Fig. 1: clock distribution
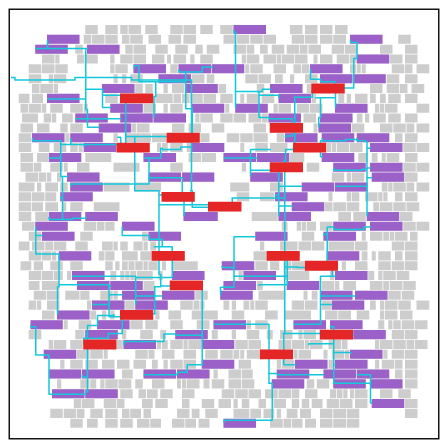
Fig. 2: placement view
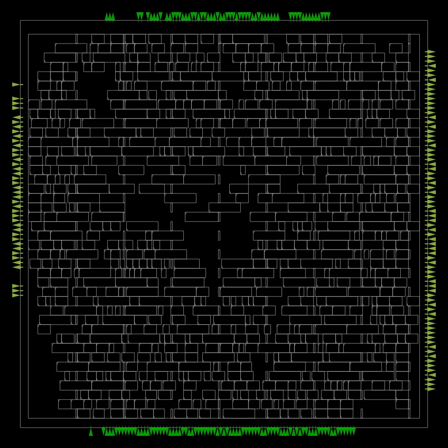
Fig. 3: zoomed window
Scale bar: 10 um. Window x 47 to 72, y 23 to 48 um. Cells in gray, sequential cells in the stronger gray; small squares are vias.
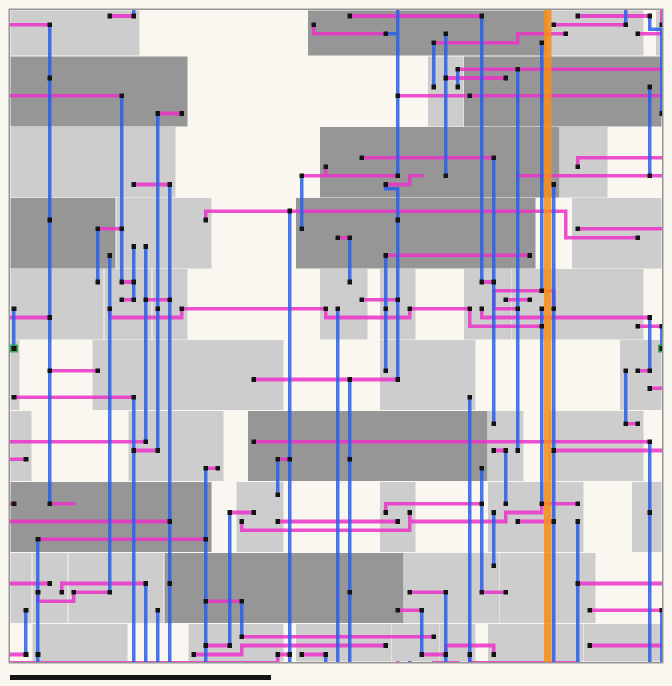
Fig. 4: routed metal per tile
The die is cut into 24 by 24 equal tiles; black is low, pale yellow is high, scaled to the fullest tile. Values are wire area over tile area, all layers added.
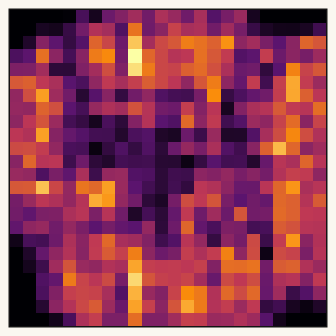
Fig. 5: gate-type map
Scale bar: 20 um.
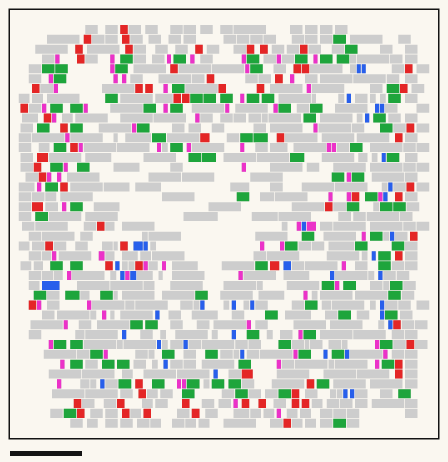
--- config.mk ---
export PLATFORM = sky130hd
export DESIGN_NAME = mem_wb_forward_source
export DESIGN_NICKNAME = d
export VERILOG_FILES = /design/src/rtl/pipeline_pkg.sv /design/src/rtl/mem_wb_forward_source_dmem_handshake.sv /design/src/rtl/mem_wb_forward_source.sv
export SDC_FILE = /design/constraint.sdc
export NUM_CORES = 1
export LEC_CHECK = 0
export ABC_AREA = 0
export CAP_MARGIN = 20
export CORE_MARGIN = 2
export CORE_UTILIZATION = 41
export DETAILED_ROUTE_END_ITERATION = 10
export PLACE_DENSITY = 0.8
export SYNTH_ARGS = -nofsm -noshare
export SYNTH_HDL_FRONTEND = slang
export SYNTH_HIERARCHICAL = 1
export SYNTH_SLANG_ARGS = --single-unit
--- constraint.sdc ---
create_clock -name clk -period 2.3 [get_ports clk]
set_clock_uncertainty 0.2 [all_clocks]
set_input_delay 0.575 -clock clk [delete_from_list [all_inputs] [get_ports clk]]
set_output_delay 0.575 -clock clk [all_outputs]
set_load 0.005 [all_outputs]
--- src/rtl/pipeline_pkg.sv ---
// -----------------------------------------------------------------------------
// pipeline_pkg
// Shared definitions for the MEM/WB forwarding-source slice.
//   - default datapath / register-index widths
//   - base opcode constants used by the decode side of the pipeline
//   - state encoding of the data-memory handshake FSM
//   - small helper to classify an instruction as a memory access
// -----------------------------------------------------------------------------
package pipeline_pkg;

  localparam int XLEN_DEF   = 32;
  localparam int REG_AW_DEF = 5;

  localparam logic [6:0] OP_IMME_ARITHMETIC   = 7'b0010011;
  localparam logic [6:0] OP_ARITHMETIC        = 7'b0110011;
  localparam logic [6:0] OP_CONDITIONAL_JMP   = 7'b1100011;
  localparam logic [6:0] OP_UNCONDITIONAL_JMP = 7'b1101111;
  localparam logic [6:0] OP_MEMORY_LOAD       = 7'b0000011;
  localparam logic [6:0] OP_MEMORY_STORE      = 7'b0100011;

  typedef enum logic {
    IDLE   = 1'b0,
    ACCESS = 1'b1
  } mem_state_e;

  function automatic logic is_mem_op(input logic memtoreg, input logic memwrite);
    return memtoreg | memwrite;
  endfunction

endpackage

--- src/rtl/mem_wb_forward_source_dmem_handshake.sv ---
// -----------------------------------------------------------------------------
// dmem_handshake
// Request/acknowledge sequencer for the data-memory port, with a timeout
// watchdog and a sticky error flag.
//
//   state  | meaning
//   -------+------------------------------------------------------------
//   IDLE   | EX_MEM holds an ALU op or a bubble; no request outstanding
//   ACCESS | EX_MEM holds a load/store; request held until ack or timeout
//
// Ports
//   clk, rst_n  : clock, async active-low reset
//   start       : a memory op is being captured into EX_MEM this edge
//   ack         : memory completion pulse
//   access      : FSM is in ACCESS (drives dmem_req)
//   busy        : ACCESS and no ack this cycle (upstream must hold)
//   done        : ACCESS and ack this cycle (access retires at this edge)
//   abort       : busy cycle in which the timeout expires
//   mem_error   : sticky timeout flag
// -----------------------------------------------------------------------------
module dmem_handshake
  import pipeline_pkg::*;
#(
  parameter int MEM_TIMEOUT = 16,
  parameter int TO_W        = 5
) (
  input  logic clk,
  input  logic rst_n,
  input  logic start,
  input  logic ack,
  output logic access,
  output logic busy,
  output logic done,
  output logic abort,
  output logic mem_error
);

  // The count reaches MEM_TIMEOUT at the edge that closes the last allowed
  // busy cycle, so the compare is against MEM_TIMEOUT-1 before that edge.
  localparam logic [TO_W-1:0] TO_LAST = TO_W'(MEM_TIMEOUT - 1);

  mem_state_e      state_q;
  mem_state_e      state_d;
  logic [TO_W-1:0] to_cnt_q;

  assign access = (state_q == ACCESS);
  assign busy   = access & ~ack;
  assign done   = access & ack;
  // busy already excludes ack, so an ack in the expiring cycle wins.
  assign abort  = busy & (to_cnt_q == TO_LAST);

  always_comb begin
    state_d = state_q;
    if (state_q == IDLE) begin
      if (start) state_d = ACCESS;
    end else begin
      if (done) begin
        // back-to-back memory ops stay in ACCESS
        state_d = start ? ACCESS : IDLE;
      end else if (abort) begin
        state_d = IDLE;
      end
    end
  end

  always_ff @(posedge clk or negedge rst_n) begin
    if (!rst_n) begin
      state_q <= IDLE;
    end else begin
      state_q <= state_d;
    end
  end

  always_ff @(posedge clk or negedge rst_n) begin
    if (!rst_n) begin
      to_cnt_q <= '0;
    end else if (start) begin
      to_cnt_q <= '0;
    end else if (busy) begin
      to_cnt_q <= to_cnt_q + 1'b1;
    end
  end

  always_ff @(posedge clk or negedge rst_n) begin
    if (!rst_n) begin
      mem_error <= 1'b0;
    end else if (abort) begin
      mem_error <= 1'b1;
    end
  end

endmodule

--- src/rtl/mem_wb_forward_source.sv ---
// -----------------------------------------------------------------------------
// mem_wb_forward_source
// Producer end of the EX-stage forwarding path. Holds the EX/MEM and MEM/WB
// pipeline registers, runs loads/stores through the dmem req/ack port and
// exposes the rd/regwrite/result/memtoreg values the hazard checker uses.
//
// Ports
//   clk, rst_n         : clock, async active-low reset
//   ex_*               : instruction leaving EX (rd, write enable, load/store
//                        markers, ALU result/address, store data)
//   ex_stall           : load-use stall; a bubble is captured instead
//   dmem_req/we/addr/wdata, dmem_ack/rdata : data-memory handshake
//   EX_MEM_*           : forwarding source 1
//   MEM_WB_*           : forwarding source 2 / writeback
//   mem_busy           : upstream must hold PC, IF/ID and ID/EX
//   mem_error          : sticky memory timeout flag
// -----------------------------------------------------------------------------
module mem_wb_forward_source
  import pipeline_pkg::*;
#(
  parameter int XLEN        = XLEN_DEF,
  parameter int REG_AW      = REG_AW_DEF,
  parameter int MEM_TIMEOUT = 16,
  parameter int TO_W        = 5
) (
  input  logic              clk,
  input  logic              rst_n,
  input  logic [REG_AW-1:0] ex_rd,
  input  logic              ex_regwrite,
  input  logic              ex_memtoreg,
  input  logic              ex_memwrite,
  input  logic [XLEN-1:0]   ex_alu_result,
  input  logic [XLEN-1:0]   ex_store_data,
  input  logic              ex_stall,
  output logic              dmem_req,
  output logic              dmem_we,
  output logic [XLEN-1:0]   dmem_addr,
  output logic [XLEN-1:0]   dmem_wdata,
  input  logic              dmem_ack,
  input  logic [XLEN-1:0]   dmem_rdata,
  output logic [REG_AW-1:0] EX_MEM_rd,
  output logic              EX_MEM_regwrite,
  output logic [XLEN-1:0]   EX_MEM_ALU_result,
  output logic              EX_MEM_memtoreg,
  output logic [REG_AW-1:0] MEM_WB_rd,
  output logic [XLEN-1:0]   MEM_WB_result,
  output logic              MEM_WB_regwrite,
  output logic              mem_busy,
  output logic              mem_error
);

  logic            em_memwrite_q;
  logic [XLEN-1:0] em_store_data_q;

  logic access;
  logic busy;
  logic done;
  logic abort;
  logic capture;
  logic start;

  assign capture  = ~busy;
  assign start    = capture & ~ex_stall & is_mem_op(ex_memtoreg, ex_memwrite);
  assign mem_busy = busy;

  dmem_handshake #(
    .MEM_TIMEOUT (MEM_TIMEOUT),
    .TO_W        (TO_W)
  ) u_hs (
    .clk       (clk),
    .rst_n     (rst_n),
    .start     (start),
    .ack       (dmem_ack),
    .access    (access),
    .busy      (busy),
    .done      (done),
    .abort     (abort),
    .mem_error (mem_error)
  );

  // Address/data come straight from EX_MEM, which cannot change while the
  // access is busy, so the request stays stable until the ack.
  assign dmem_req   = access;
  assign dmem_we    = access & em_memwrite_q;
  assign dmem_addr  = access ? EX_MEM_ALU_result : '0;
  assign dmem_wdata = access ? em_store_data_q   : '0;

  // EX/MEM register. An aborted access is flushed to a bubble so the
  // forwarding checker never sees a stale address as a forwardable result.
  always_ff @(posedge clk or negedge rst_n) begin
    if (!rst_n) begin
      EX_MEM_rd         <= '0;
      EX_MEM_regwrite   <= 1'b0;
      EX_MEM_memtoreg   <= 1'b0;
      EX_MEM_ALU_result <= '0;
      em_memwrite_q     <= 1'b0;
      em_store_data_q   <= '0;
    end else if (abort || (capture && ex_stall)) begin
      EX_MEM_rd         <= '0;
      EX_MEM_regwrite   <= 1'b0;
      EX_MEM_memtoreg   <= 1'b0;
      EX_MEM_ALU_result <= '0;
      em_memwrite_q     <= 1'b0;
      em_store_data_q   <= '0;
    end else if (capture) begin
      EX_MEM_rd         <= ex_rd;
      // x0 is never forwarded or written back
      EX_MEM_regwrite   <= ex_regwrite & (ex_rd != '0);
      EX_MEM_memtoreg   <= ex_memtoreg;
      EX_MEM_ALU_result <= ex_alu_result;
      em_memwrite_q     <= ex_memwrite;
      em_store_data_q   <= ex_store_data;
    end
  end

  // MEM/WB register. Busy cycles (including the abort cycle) write a bubble
  // so a retiring result is written back exactly once.
  always_ff @(posedge clk or negedge rst_n) begin
    if (!rst_n) begin
      MEM_WB_rd       <= '0;
      MEM_WB_result   <= '0;
      MEM_WB_regwrite <= 1'b0;
    end else if (busy) begin
      MEM_WB_regwrite <= 1'b0;
    end else begin
      MEM_WB_rd       <= EX_MEM_rd;
      MEM_WB_result   <= (done && EX_MEM_memtoreg) ? dmem_rdata : EX_MEM_ALU_result;
      MEM_WB_regwrite <= EX_MEM_regwrite & ~em_memwrite_q;
    end
  end

endmodule

==> impl_metrics.py <==
# Generated from Yosys and OpenROAD reports
metrics = {
    "run_status": {
        "status": "finished with violations",
        "violations": "negative setup slack",
    },
    "clocking": {
        "cts_tree": "yes",
        "cts_sinks": 117,
        "clk_latency_ps": 400,
    },
    "setup_path": {
        "crit_required_ps": 1520,
        "cpPeakStageDelay_ps": 500,
        "crit_chain": "buf_12, and2_1, clkdlybuf4s50_1",
    },
    "synthesis": {
        "yosys-top-cells-area": "dfrtp_1 (55%), mux2i_1 (19%), and2_1 (7.7%)",
        "ys_ff": 117,
        "edf_count": 0,
        "async_flop_share_pct": 100,
        "ys_types": 29,
        "synth_warnings": 6,
        "synthesis.area_sq_um": 5350,
    },
    "sta": {
        "fin_ws_ps": -140,
        "max_freq_mhz": 410,
        "grt_setup_unrepaired": "true",
        "setup_viol": 40,
        "slew_violations": 0,
    },
    "floorplanning": {
        "die_area_sq_um": 14000,
        "die_h_um": 118,
        "io_pins": 253,
    },
    "route": {
        "totalWireLength_um": 15400,
        "drtIter0Drc": 254,
        "final_antenna_net_count": 0,
    },
    "cells_and_area": {
        "drive_above_1_share_pct": 8.47,
    },
    "pwr": {
        "sequentialPowerShare_pct": 39.9,
        "seq-power_mw": 2.51,
    },
    "global_routing": {
        "grt_pass1_vias": 4684,
        "grt_max_degree": 44,
    },
    "placement": {
        "place_inst": 908,
        "dp_slack_ps": -179,
    },
}
## Picture notes: Fig. 1
[clock-net drivers] red | count: 17
[flip-flops] purple | count: 117
[clock wires] cyan | length: 1450 um
flops lie: spread over the die
routed clock nets: 18

## Picture notes: Fig. 2
Seq cells: 117
Core Util, Final: 69.3%
core area: 12700 sq um
std cell rows: 41
Layout Cells excl Fill: 939

## Picture notes: Fig. 3
| layer | color |
|---|---|
| M3 | green |
| M2 | blue |
| M4 | orange |
| M1 | magenta |
most frequent: clkdlybuf4s50_1 (11), dfrtp_1 (8), nand2_1 (6)
sequential cells in the window: 8
cells with their middle in the window: 41
netlist names of flops here include: `MEM_WB_result` (5), `EX_MEM_ALU_result` (3)

## Picture notes: Fig. 4
nearly empty tiles: 4.7%
mean over tiles: 0.18
fullest tile: 0.46
tiles over half the peak: 29%
emptiest ninth of the die: center

## Picture notes: Fig. 5
| family | color | cells |
|---|---|---|
| and/or cells | red | 71 |
| nor cells | magenta | 77 |
| mux cells | green | 108 |
| nand cells | blue | 40 |

==> cells in the final DEF (no fill, tap or decap), types with 2 or more instances in the layout <==
cell | Yosys | final
dfrtp_1 | 117 | 116
clkdlybuf4s50_1 | 0 | 224
nor2_1 | 75 | 75
mux2i_1 | 103 | 103
o21ai_0 | 34 | 34
clkbuf_1 | 14 | 5
nand2_1 | 37 | 36
buf_12 | 0 | 13
and2_4 | 0 | 3
mux2_2 | 5 | 5
dlygate4sd2_1 | 0 | 23
clkbuf_8 | 0 | 2
clkinv_2 | 0 | 6
clkbuf_16 | 0 | 17
buf_4 | 7 | 10
ha_1 | 2 | 2
and2_1 | 66 | 63
dlymetal6s2s_1 | 0 | 3
a21oi_1 | 3 | 3
==> timing repair <==
action,CTS,global route
setup buffers,0,0
setup endpoints to repair,67,43
resized,28,9
hold buffers,1,0
hold endpoints to repair,19,0
==> cells by family after synthesis <==
kind of cell,after synthesis,synth area share [%]
buf+inv,37,3.39
fa+ha+maj,2,0.467
compound gates,40,3.88
xor+xnor,2,0.327
flops,117,54.7
simple gates,188,16.9
mux,108,20.3
==> final cells by class <==
type / count / area, sq um / area share, %
flip-flops and latches: 117 / 2930 / 33.4
clock buffers: 24 / 472 / 5.37
repair buffers: 277 / 2860 / 32.6
clock inverters: 6 / 30.0 / 0.342
well taps: 172 / 215 / 2.45
multi-input cells: 340 / 2250 / 25.7
inverters: 3 / 16.3 / 0.185
==> path summary, 6_finish.rpt <==
| check | startpoint | end | slack, ps | cells past startpoint |
|---|---|---|---|---|
| setup / recovery | u_hs/access$_DFF_PN0_ | dmem_wdata[25] | -140 | 3 |
| hold / removal | em_memwrite_q$_DFFE_PN0P_ | MEM_WB_regwrite$_DFF_PN0_ | 250 | 1 |
| setup reg to reg | u_hs/to_cnt_q[0]$_DFFE_PN0P_ | EX_MEM_ALU_result[18]$_DFFE_PN0P_ | 320 | 7 |
| hold reg to reg | em_memwrite_q$_DFFE_PN0P_ | MEM_WB_regwrite$_DFF_PN0_ | 250 | 1 |
| max in group asynchronous | rst_n | em_store_data_q[13]$_DFFE_PN0P_ | 950 | 3 |
| min in group asynchronous | rst_n | EX_MEM_ALU_result[8]$_DFFE_PN0P_ | 420 | 2 |
==> per-stage QoR <==
stage	util [%]	TNS, ps
6_report	69.3	-3950
4_1_cts	69.1	-5840
5_1_grt	69.3	-7190
3_5_place_dp	65.2	-7180
3_3_place_gp	65.2	-4090
2_1_floorplan	-	0
==> state kept, by name, indices dropped and copies added, names as in the netlist <==
signal and cells:
EX_MEM_ALU_result 32, EX_MEM_memtoreg 1, EX_MEM_rd 5, EX_MEM_regwrite 1, MEM_WB_rd 5, MEM_WB_regwrite 1, MEM_WB_result 32, em_memwrite_q 1
em_store_data_q 32, u_hs/access 1, u_hs/mem_error 1, u_hs/to_cnt_q 5
==> critical path: cells and delay by family, from the launching register on <==
family,cells,cell delay (ps)
flip-flops,1,420
buffers and inverters,2,690
AND/OR/NAND/NOR,1,150
==> routing by layer <==
layer  global-route usage, %  share of wire [%]  vias up
li1                        -                  -     2166
met1                    27.0                 41     2198
met2                    38.8                 51      161
met3                    5.31                5.2       34
met4                    9.64                2.9        0
met5                       0                  0        -
Power and IR drop assume default switching activity.
